`src/rtl/vga_timing_gen.sv`:
```
// -----------------------------------------------------------------------------
// vga_timing_gen
//
// Purpose
//   Generates VGA raster timing: pixel/line counters plus active-low
//   horizontal/vertical sync, a visible-region flag and a start-of-frame
//   pulse. The defaults give 640x480 @ 60 Hz (800 x 525 total) from a
//   25.175 MHz pixel clock.
//
// Configuration
//   VGA_TIMING_CLKDIV2_EN : when defined, an internal toggle advances the
//                           counters on every second clk cycle so the block
//                           can run straight from a 50 MHz clock. The first
//                           advance happens on the second clk edge after
//                           reset release. When undefined, the counters
//                           advance on every clk edge and no divider exists.
//
// Ports
//   clk         in   pixel clock (or 2x pixel clock with the divider)
//   rst_n       in   asynchronous, active-low reset
//   hsync       out  horizontal sync, active low
//   vsync       out  vertical sync, active low
//   bright      out  high while (hcount, vcount) is inside the visible area
//   hcount      out  current pixel column [9:0]
//   vcount      out  current line [9:0]
//   pixel_tick  out  high in each cycle that shows a freshly advanced count
//   frame_start out  one-cycle pulse in the cycle (0,0) first appears
//
// Timing
//   Every output is a flop. The decodes are computed from the next-state
//   counter values, so the registered syncs/bright/frame_start line up with
//   the registered hcount/vcount in the same cycle.
//   Reset parks the counters on the last position (HT-1, VT-1) so the very
//   first advance wraps to (0,0) and raises frame_start.
// -----------------------------------------------------------------------------
module vga_timing_gen #(
  parameter int H_VISIBLE = 640,
  parameter int H_FRONT   = 16,
  parameter int H_SYNC    = 96,
  parameter int H_BACK    = 48,
  parameter int V_VISIBLE = 480,
  parameter int V_FRONT   = 10,
  parameter int V_SYNC    = 2,
  parameter int V_BACK    = 33
) (
  input  logic       clk,
  input  logic       rst_n,
  output logic       hsync,
  output logic       vsync,
  output logic       bright,
  output logic [9:0] hcount,
  output logic [9:0] vcount,
  output logic       pixel_tick,
  output logic       frame_start
);

  localparam int HT = H_VISIBLE + H_FRONT + H_SYNC + H_BACK;
  localparam int VT = V_VISIBLE + V_FRONT + V_SYNC + V_BACK;

  localparam logic [9:0] H_LAST   = 10'(HT - 1);
  localparam logic [9:0] V_LAST   = 10'(VT - 1);
  localparam logic [9:0] H_VIS    = 10'(H_VISIBLE);
  localparam logic [9:0] V_VIS    = 10'(V_VISIBLE);
  localparam logic [9:0] HS_START = 10'(H_VISIBLE + H_FRONT);
  localparam logic [9:0] HS_END   = 10'(H_VISIBLE + H_FRONT + H_SYNC);
  localparam logic [9:0] VS_START = 10'(V_VISIBLE + V_FRONT);
  localparam logic [9:0] VS_END   = 10'(V_VISIBLE + V_FRONT + V_SYNC);

  // tick: the counters advance on the clk edge that ends a cycle with tick=1
  logic tick;

`ifdef VGA_TIMING_CLKDIV2_EN
  // Toggle starts at 0, so edge 1 only sets it and edge 2 is the first advance.
  logic div_q;
  logic div_d;

  always_comb begin
    div_d = ~div_q;
  end

  always_ff @(posedge clk or negedge rst_n) begin
    if (!rst_n) begin
      div_q <= 1'b0;
    end else begin
      div_q <= div_d;
    end
  end

  assign tick = div_q;
`else
  assign tick = 1'b1;
`endif

  logic [9:0] hcount_q, hcount_d;
  logic [9:0] vcount_q, vcount_d;
  logic       hsync_q, hsync_d;
  logic       vsync_q, vsync_d;
  logic       bright_q, bright_d;
  logic       pixel_tick_q, pixel_tick_d;
  logic       frame_start_q, frame_start_d;

  always_comb begin
    hcount_d      = hcount_q;
    vcount_d      = vcount_q;
    hsync_d       = hsync_q;
    vsync_d       = vsync_q;
    bright_d      = bright_q;
    pixel_tick_d  = tick;
    frame_start_d = 1'b0;

    if (tick) begin
      if (hcount_q == H_LAST) begin
        hcount_d = '0;
        if (vcount_q == V_LAST) begin
          vcount_d = '0;
        end else begin
          vcount_d = vcount_q + 10'd1;
        end
      end else begin
        hcount_d = hcount_q + 10'd1;
      end

      // Decode from the values the counters are about to take.
      hsync_d       = ~((hcount_d >= HS_START) && (hcount_d < HS_END));
      vsync_d       = ~((vcount_d >= VS_START) && (vcount_d < VS_END));
      bright_d      = (hcount_d < H_VIS) && (vcount_d < V_VIS);
      frame_start_d = (hcount_d == 10'd0) && (vcount_d == 10'd0);
    end
  end

  always_ff @(posedge clk or negedge rst_n) begin
    if (!rst_n) begin
      hcount_q      <= H_LAST;
      vcount_q      <= V_LAST;
      hsync_q       <= 1'b1;
      vsync_q       <= 1'b1;
      bright_q      <= 1'b0;
      pixel_tick_q  <= 1'b0;
      frame_start_q <= 1'b0;
    end else begin
      hcount_q      <= hcount_d;
      vcount_q      <= vcount_d;
      hsync_q       <= hsync_d;
      vsync_q       <= vsync_d;
      bright_q      <= bright_d;
      pixel_tick_q  <= pixel_tick_d;
      frame_start_q <= frame_start_d;
    end
  end

  assign hcount      = hcount_q;
  assign vcount      = vcount_q;
  assign hsync       = hsync_q;
  assign vsync       = vsync_q;
  assign bright      = bright_q;
  assign pixel_tick  = pixel_tick_q;
  assign frame_start = frame_start_q;

endmodule
```
`config.mk`:
```
export PLATFORM = sky130hd
export DESIGN_NAME = vga_timing_gen
export DESIGN_NICKNAME = d
export VERILOG_FILES = /design/src/rtl/vga_timing_gen.sv
export SDC_FILE = /design/constraint.sdc
export NUM_CORES = 1
export LEC_CHECK = 0
export CAP_MARGIN = 20
export CORE_UTILIZATION = 40
export DETAILED_ROUTE_END_ITERATION = 10
export GPL_TIMING_DRIVEN = 0
export PLACE_DENSITY = 0.66
export SLEW_MARGIN = 40
export SYNTH_ARGS = -nofsm -noshare
export SYNTH_HDL_FRONTEND = slang
export SYNTH_SLANG_ARGS = --single-unit
```
`constraint.sdc`:
```
create_clock -name clk -period 2.63 [get_ports clk]
set_input_delay 0.526 -clock clk [delete_from_list [all_inputs] [get_ports clk]]
set_output_delay 0.526 -clock clk [all_outputs]
set_load 0.05 [all_outputs]
```
Fig. 1: run 1, placement density heat map
The die is cut into 6 by 6 equal tiles; white is low, dark blue is high, 0 to 100% covered.
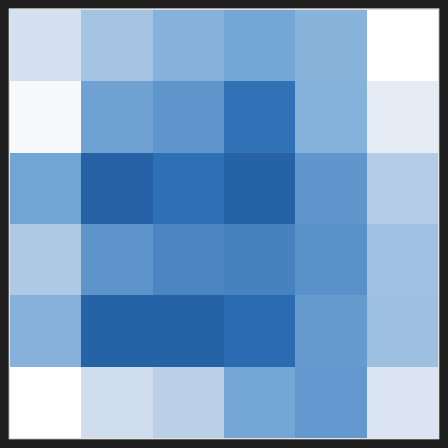
tiles over 75% full: 14%
fullest tile: 80%
mean over tiles: 47%
final core utilization: 54.1%
core area: 3690 um^2
FP Util: 41.9%

Fig. 2: run 1, M1 wires
Supply wires on this layer in grey.
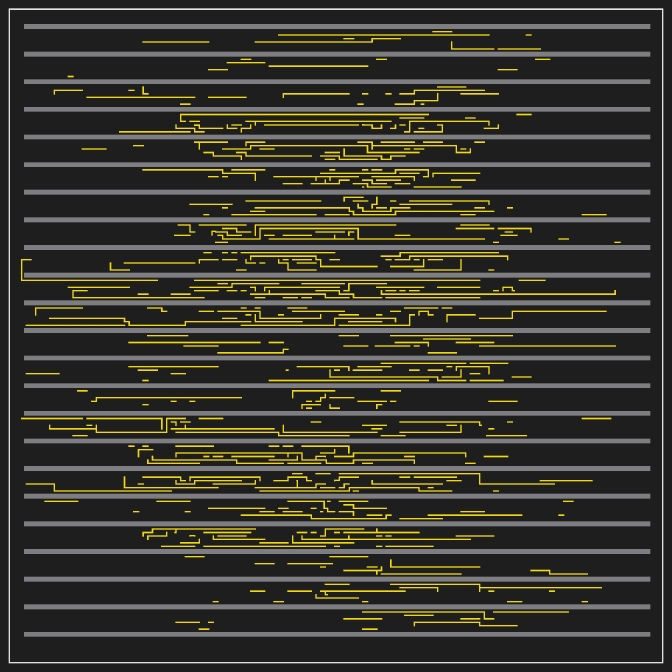
wire length on this layer: 1,740 um
nets with wire on the layer: 184
longest straight run: 28.1 um

Fig. 3: run 1, wires at chosen ports, followed through buffers
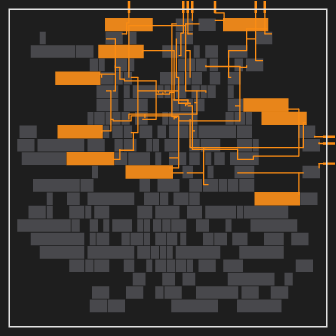
[vcount] orange | bits: 10 | direction: output | end cells: 10 | buffers: 10 | wire: 465 um
# IOs: 27
# port buffers: 26

Fig. 4: run 1, routing congestion
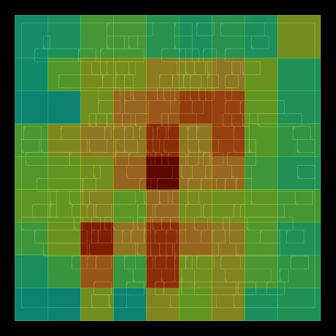
GRT busiest layer: met2
wire per inst: 15.0 um
met3 usage: 3.04%
met1 usage: 26.7%
met2 global-route usage: 30.3%

==> qor.yml, run 1 <==
clock_network:
  holdBufCountCts: 0
  cts-root-buf: "clkbuf_8"
  cts.sinks: 25
yosys:
  post-synth-top-area-cell: "dfrtp_1"
  ys_cells: 164
  top_cells_by_area: "dfrtp_1, dfstp_2, nand2_1, xnor2_1, buf_6"
  ff_type: "dfrtp_1"
  synth_area_per_cell_um2: 9.43
  ys_chip_area_um2: 1550
  edf_count: 0
  fp_nets: 169
grt:
  gr-total-overflow: 0
  antenna_found_initial: 0
  grt_use_total_pct: 19.0
  grt_pass1_vias: 1256
  grt_max_degree: 26
power_and_ir_drop:
  p_sw_share_pct: 22.1
  power_frac_comb_pct: 1.9
  seq_power_share_pct: 60.6
  leakagePower_nw: 0.742
routing:
  wl_um: 3700
  drc: 0
  drtAntennaViolNets: 0
  viasPerCell: 5.56
  drtPass1Iterations: 4
  num_vias: 1374
run_status:
  run_status: "complete, no violations"
worst_setup_path:
  critPathKind: "flip-flop to flip-flop"
  max_stage_delay_ns: 0.64
  worstPathCellList: "ha_4, and4_4, nand3_4, buf_6, or3_1, a211o_1, or4b_1"
floorplanning:
  die_w_um: 64.2
placement:
  place_area_um2: 1880
  preCtsSetupSlack_ns: 0.000163
hold_path:
  hold_path_class: "input port to async pin"
timing:
  max_slew.worst_pin.slew_ns: 0.553
  period_used_pct: 97.4
  final_hold_viol_count: 0
  min_period_ns: 2.56
run:
  maxCapViolations: 0
cells_and_area:
  area_growth_pct: 29.1
  stdcell_count: 247
[run 1: cell type report]
type                       count  area, um^2
multi-input combinational    121         831
fill                         349        1690
clock buffer                   4        45.0
inverter                       9        33.8
tap                           48        60.1
sequential                    25         648
timing repair buffer          31         293
buffer                         9        86.3
[run 1: layer usage]
| metal | global-route usage, % | vias to the layer above |
|---|---|---|
| met5 | 0 | - |
| li1 | - | 657 |
| met1 | 26.7 | 655 |
| met4 | 5.00 | 0 |
| met3 | 3.04 | 4 |
| met2 | 30.3 | 58 |
[run 1: power groups by stage]
stage               Clock, mW  Sequential (mW)  Combinational [mW]
floorplan                   0            0.396            0.000124
global placement            0            0.393              0.0138
detailed placement          0            0.393              0.0131
CTS                     0.240            0.386              0.0130
global route            0.256            0.386              0.0144
finish                  0.238            0.386              0.0122
[run 1: through the flow]
step / power (mW) / hold WS, ns
floorplan: 0.396 / 0.230
global placement: 0.406 / 0.537
detailed placement: 0.406 / 0.552
CTS: 0.639 / 0.253
global route: 0.656 / 0.284
finish: 0.637 / 0.230
[run 1: final timing paths]
check | cells after the start | end | slack, ns
min in group clk | 2 | vcount[2]$_DFF_PN1_ | 0.57
min | 1 | vcount[8]$_DFF_PN0_ | 0.23
max in group asynchronous | 1 | hcount[2]$_DFF_PN1_ | 2.03
min reg2reg | 2 | vcount[2]$_DFF_PN1_ | 0.57
max reg2reg | 7 | vsync$_DFF_PN1_ | 0.07
max | 7 | vsync$_DFF_PN1_ | 0.07
[run 1: worst reg2reg max path, stage by stage, from the launching register on]
cell     delay, ns
dfstp_4       0.64
ha_4          0.15
and4_4        0.26
nand3_4       0.10
buf_6         0.16
or3_1         0.36
a211o_1       0.30
or4b_1        0.53
[run 1: what timing repair did]
item                       CTS  global route
gates resized                0             5
setup buffers                3             2
pin swaps                    1             3
setup endpoints to repair    1             2
[run 1: cells in the final DEF, fill, tap and decap left out, types with 2 or more instances in the layout]
master,count
clkdlybuf4s50_1,25
nand2_1,19
dfrtp_1,13
dfstp_2,10
buf_4,9
nand3_1,9
o21ai_0,9
inv_1,9
nor2_1,8
a21oi_1,8
xnor2_1,7
nand4_1,6
buf_6,5
o31ai_1,3
nor3_1,3
xor2_1,3
and3_1,3
clkbuf_8,3
or3_1,2
nor2b_1,2
o22ai_1,2
o311ai_0,2
nand2b_1,2
nor4_1,2
o211ai_1,2
ha_1,2
dfstp_4,2
[run 1: flip-flops by register name, summed over array words and instances (netlist names)]
register / flops
bright: 1
hsync: 1
vcount: 10
frame_start: 1
hcount: 10
pixel_tick: 1
vsync: 1
[run 1: logic make-up after synthesis]
logic type | synth area share, %
AOI/OAI and AO/OA | 14.0
xor gates and xnor gates | 6.72
adders and majority gates | 2.43
buffers and inverters | 7.60
DFF | 41.4
muxes | 1.38
other | 0.242
and+or+nand+nor | 26.2
--- run 2 (diff from run 1) ---
--- a/config.mk
+++ b/config.mk
@@ -7,6 +7,7 @@
 export LEC_CHECK = 0
 export CAP_MARGIN = 20
 export CORE_UTILIZATION = 40
+export CTS_CLUSTER_DIAMETER = 120
 export DETAILED_ROUTE_END_ITERATION = 10
 export GPL_TIMING_DRIVEN = 0
 export PLACE_DENSITY = 0.66
Fig. 5: run 2, routing congestion
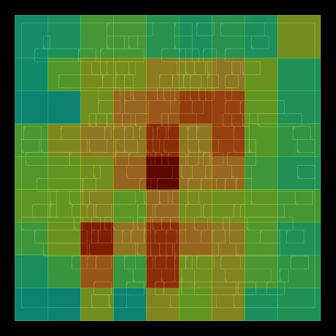
Total GRT Usage: 19.0%

Fig. 6: run 2, M1 wires
Supply wires on this layer in grey.
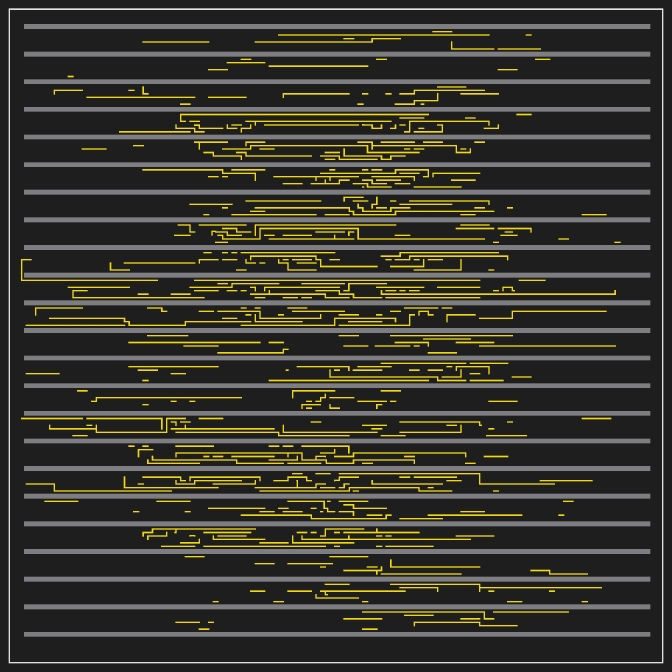
nets with wire on the layer: 184
wire length on this layer: 1,740 um

Fig. 7: run 2, placement density heat map
The die is cut into 6 by 6 equal tiles; white is low, dark blue is high, 0 to 100% covered.
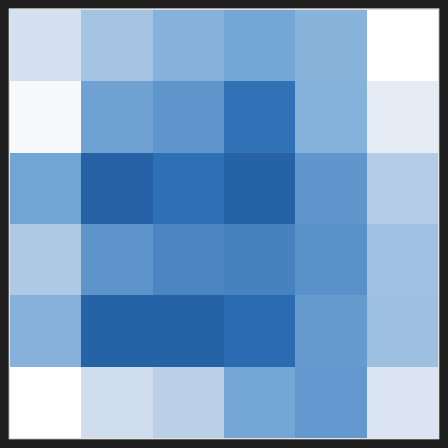
nearly empty tiles: 5.6%
densest ninth of the die: centre
tiles over 75% full: 14%
fullest tile: 80%
mean over tiles: 47%

==> run 2 against run 1 <==
Sequential power about the same. Clock power about the same. Area after synthesis unchanged. Count of clock-buffer cells in the layout unchanged. Register-to-register slack about the same. Critical path type unchanged.
==> qor.yml, run 2 <==
worst_setup_path:
  rr_worst_depth: 7
  r2r_end: "vsync$_DFF_PN1_"
  critPathKind: "flip-flop to flip-flop"
timing:
  final_hold_viol_count: 0
  min_period_ns: 2.56
  period_used_pct: 97.4
  max_slew.worst_pin.slew_ns: 0.553
cells_and_area:
  area_growth_pct: 29.1
  layout_top_cell: "clkdlybuf4s50_1"
  postLayoutCoreUtil_pct: 54.1
  lay_top_cells: "clkdlybuf4s50_1, nand2_1, dfrtp_1"
  stdcell_count: 247
placement:
  place_area_um2: 1880
  dp.cells: 238
  portBuffers: 26
floorplanning:
  die_w_um: 64.2
  core_um2: 3690
clock_network:
  cts-root-buf: "clkbuf_8"
  clk_latency_ns: 0.27
  holdBufCountCts: 0
  cts.sinks: 25
yosys:
  fa_ha_area_share_pct: 2.43
  ff_type: "dfrtp_1"
  fp_nets: 169
  top_cells_by_area: "dfrtp_1, dfstp_2, nand2_1, xnor2_1, buf_6"
  post-synth-top-area-cell: "dfrtp_1"
  edf_count: 0
  ys_sh_mux_pct: 1.38
  aoi_share_pct: 14.0
  ys_cells: 164
  synth.comb.largest_family: "simple AND/OR/NAND/NOR gates"
  xor_share_pct: 6.72
  synth_area_per_cell_um2: 9.43
routing:
  drc: 0
  wl_um: 3700
  wl_per_cell_um: 15.0
  viasPerCell: 5.56
  drtAntennaViolNets: 0
  num_vias: 1374
run:
  maxCapViolations: 0
grt:
  gr-total-overflow: 0
  antenna_found_initial: 0
  grt_max_degree: 26
  grt_pass1_vias: 1256
run_status:
  run_status: "complete, no violations"
hold_path:
  hold_path_class: "input port to async pin"
power_and_ir_drop:
  leakagePower_nw: 0.742
## run 2: area by class of cell
cell class              count  area, um^2
multi-input cells         121         831
inverters                   9        33.8
fillers                   349        1690
clock buffers               4        45.0
well taps                  48        60.1
repair buffers             31         293
plain buffers               9        86.3
flip-flops and latches     25         648
## run 2: stage by stage
stage | power [mW] | setup WS [ns] | setup TNS (ns) | hold slack, ns
finish | 0.637 | 0.0677 | 0 | 0.230
global route | 0.656 | 0.0337 | 0 | 0.284
CTS | 0.639 | 0.0179 | 0 | 0.253
detailed placement | 0.406 | 0.000163 | 0 | 0.552
global placement | 0.406 | -0.0267 | -0.0267 | 0.537
floorplan | 0.396 | 0.00964 | 0 | 0.230
## run 2: worst max path at each step
stage	startpoint	end
CTS	hcount[0]$_DFF_PN1_	vsync$_DFF_PN1_
floorplan	hcount[0]$_DFF_PN1_	vsync$_DFF_PN1_
finish	hcount[1]$_DFF_PN1_	vsync$_DFF_PN1_
global placement	hcount[0]$_DFF_PN1_	vsync$_DFF_PN1_
global route	hcount[1]$_DFF_PN1_	vsync$_DFF_PN1_
detailed placement	hcount[0]$_DFF_PN1_	vsync$_DFF_PN1_
## run 2: power breakdown
part | total [mW] | switching [mW] | internal [mW]
logic | 0.0122 | 0.0104 | 0.00182
registers | 0.386 | 0.000153 | 0.386
clock network | 0.238 | 0.130 | 0.109
## run 2: routing by layer
metal  GRT usage (%)  vias to the layer above  wire, um
met5               0                        -         0
met4            5.00                        0        26
met3            3.04                        4       188
met2            30.3                       58      1750
met1            26.7                      655      1740
li1                -                      657         -
## run 2: kinds of logic (layout without fill, tap and decap cells)
family,count (synthesis),count (layout)
other,1,1
AOI/OAI and AO/OA,34,34
DFF,25,25
buffers and inverters,18,53
muxes,2,2
xor gates and xnor gates,11,11
and+or+nand+nor,70,70
adders and majority gates,3,3
## run 2: critical path, cell delays in order (launching register included)
cell	delay (ns)
dfstp_4	0.64
ha_4	0.15
and4_4	0.26
nand3_4	0.10
buf_6	0.16
or3_1	0.36
a211o_1	0.30
or4b_1	0.53
## run 2: what timing repair did
item                                    in CTS  in global routing
cloned                                       0                  0
hold endpoints to repair                     0                  0
pin swaps                                    1                  3
endpoints found under the setup margin       1                  2
setup buffers                                3                  2
resized                                      0                  5
--- run 3 (diff from run 2) ---
--- a/config.mk
+++ b/config.mk
@@ -10,6 +10,7 @@
 export CTS_CLUSTER_DIAMETER = 120
 export DETAILED_ROUTE_END_ITERATION = 10
 export GPL_TIMING_DRIVEN = 0
+export HOLD_SLACK_MARGIN = 0.15
 export PLACE_DENSITY = 0.66
 export SLEW_MARGIN = 40
 export SYNTH_ARGS = -nofsm -noshare
Fig. 8: run 3, routing congestion
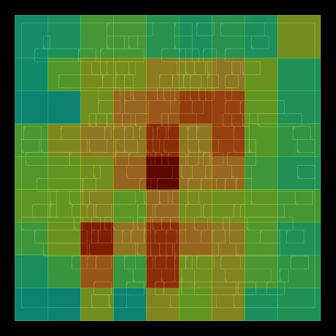

Fig. 9: run 3, M1 wires
Supply wires on this layer in grey.
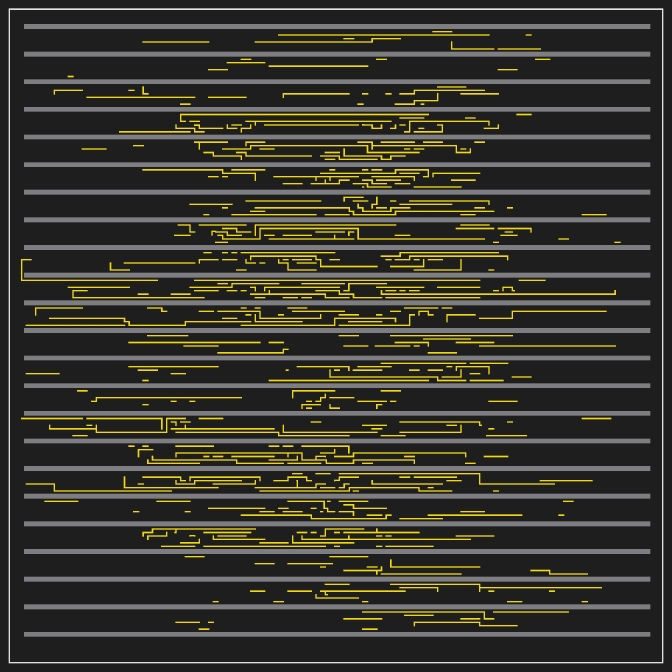
longest straight run: 28.1 um
nets with wire on the layer: 184
via count: 1,374
Routed WL: 3700 um

Fig. 10: run 3, wires at chosen ports, followed through buffers
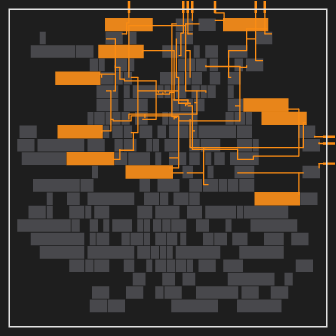
[vcount] orange | bits: 10 | direction: output | end cells: 10 | buffers: 10 | wire: 465 um

==> run 3 against run 2 <==
Wire length unchanged. Hold slack unchanged. Area after synthesis unchanged. Combinational power about the same. Die size unchanged. Clock power about the same. Sequential power about the same. Synthesized cell count unchanged. Global-route usage unchanged. Critical path depth unchanged. Largest power group unchanged.
==> qor.yml, run 3 <==
worst_setup_path:
  rr_worst_depth: 7
  r2r_end: "vsync$_DFF_PN1_"
  critPathKind: "flip-flop to flip-flop"
cells_and_area:
  layout_top_cell: "clkdlybuf4s50_1"
  postLayoutCoreUtil_pct: 54.1
  fillers: 349
yosys:
  fp_nets: 169
  ys_cells: 164
  ff_type: "dfrtp_1"
  post-synth-top-area-cell: "dfrtp_1"
  synth_area_per_cell_um2: 9.43
  edf_count: 0
placement:
  portBuffers: 26
  preCtsSetupSlack_ns: 0.000163
floorplanning:
  die_w_um: 64.2
  ios: 27
routing:
  drtAntennaViolNets: 0
  wl_per_cell_um: 15.0
  drtPass1Iterations: 4
clock_network:
  cts.sinks: 25
  cts-root-buf: "clkbuf_8"
  holdBufCountCts: 0
grt:
  grt_use_total_pct: 19.0
  gr-total-overflow: 0
timing:
  worst_slack_ns: 0.0677
  final_hold_viol_count: 0
  min_period_ns: 2.56
  period_used_pct: 97.4
run_status:
  run_status: "complete, no violations"
hold_path:
  hold_path_class: "input port to async pin"
==> run 3: cell counts after synthesis <==
Identical to the previous run, type by type.
==> run 3: timing repair <==
item,4_1_cts,5_1_grt
pin swaps,1,3
endpoints found under the hold margin,0,0
setup endpoints to repair,1,2
setup buffers,3,2
resized,0,5
==> run 3: worst max-delay path, cell delays in order (launching register included) <==
cell	delay (ns)
dfstp_4	0.64
ha_4	0.15
and4_4	0.26
nand3_4	0.10
buf_6	0.16
or3_1	0.36
a211o_1	0.30
or4b_1	0.53
==> run 3: worst max path at each step <==
stage / startpoint / to / depth (start not counted)
floorplan: hcount[0]$_DFF_PN1_ / vsync$_DFF_PN1_ / 7
global placement: hcount[0]$_DFF_PN1_ / vsync$_DFF_PN1_ / 7
detailed placement: hcount[0]$_DFF_PN1_ / vsync$_DFF_PN1_ / 7
CTS: hcount[0]$_DFF_PN1_ / vsync$_DFF_PN1_ / 7
global route: hcount[1]$_DFF_PN1_ / vsync$_DFF_PN1_ / 8
finish: hcount[1]$_DFF_PN1_ / vsync$_DFF_PN1_ / 7
==> run 3: kinds of logic after synthesis <==
| family | count (synthesis) | synth area share [%] |
|---|---|---|
| simple gates | 70 | 26.2 |
| other cells | 1 | 0.242 |
| mux | 2 | 1.38 |
| fa+ha+maj | 3 | 2.43 |
| flops | 25 | 41.4 |
| xor+xnor | 11 | 6.72 |
| buf+inv | 18 | 7.60 |
| compound gates | 34 | 14.0 |
==> run 3: metal layers <==
metal / part of all wire [%] / up-vias / global-route usage [%]
met5: 0 / - / 0
met2: 47 / 58 / 30.3
met4: 0.70 / 0 / 5.00
met1: 47 / 655 / 26.7
met3: 5.1 / 4 / 3.04
li1: - / 657 / -
==> run 3: area by class of cell <==
type | instances | area [um^2] | share of cell area (%)
plain buffers | 9 | 86.3 | 4.32
multi-input cells | 121 | 831 | 41.6
inverters | 9 | 33.8 | 1.69
well taps | 48 | 60.1 | 3.01
repair buffers | 31 | 293 | 14.7
flip-flops and latches | 25 | 648 | 32.5
clock buffers | 4 | 45.0 | 2.26
==> run 3: where the power goes <==
| part | switching (mW) | internal [mW] | total [mW] |
|---|---|---|---|
| Combinational | 0.0104 | 0.00182 | 0.0122 |
| Sequential | 0.000153 | 0.386 | 0.386 |
| Clock | 0.130 | 0.109 | 0.238 |
==> run 3: through the flow <==
step	area [um^2]	instances
after global placement	1890	238
final	2000	247
after floorplan	1570	164
after CTS	1950	245
after global routing	2000	247
after detailed placement	1880	238
Power is estimated from default activity; no workload was simulated.
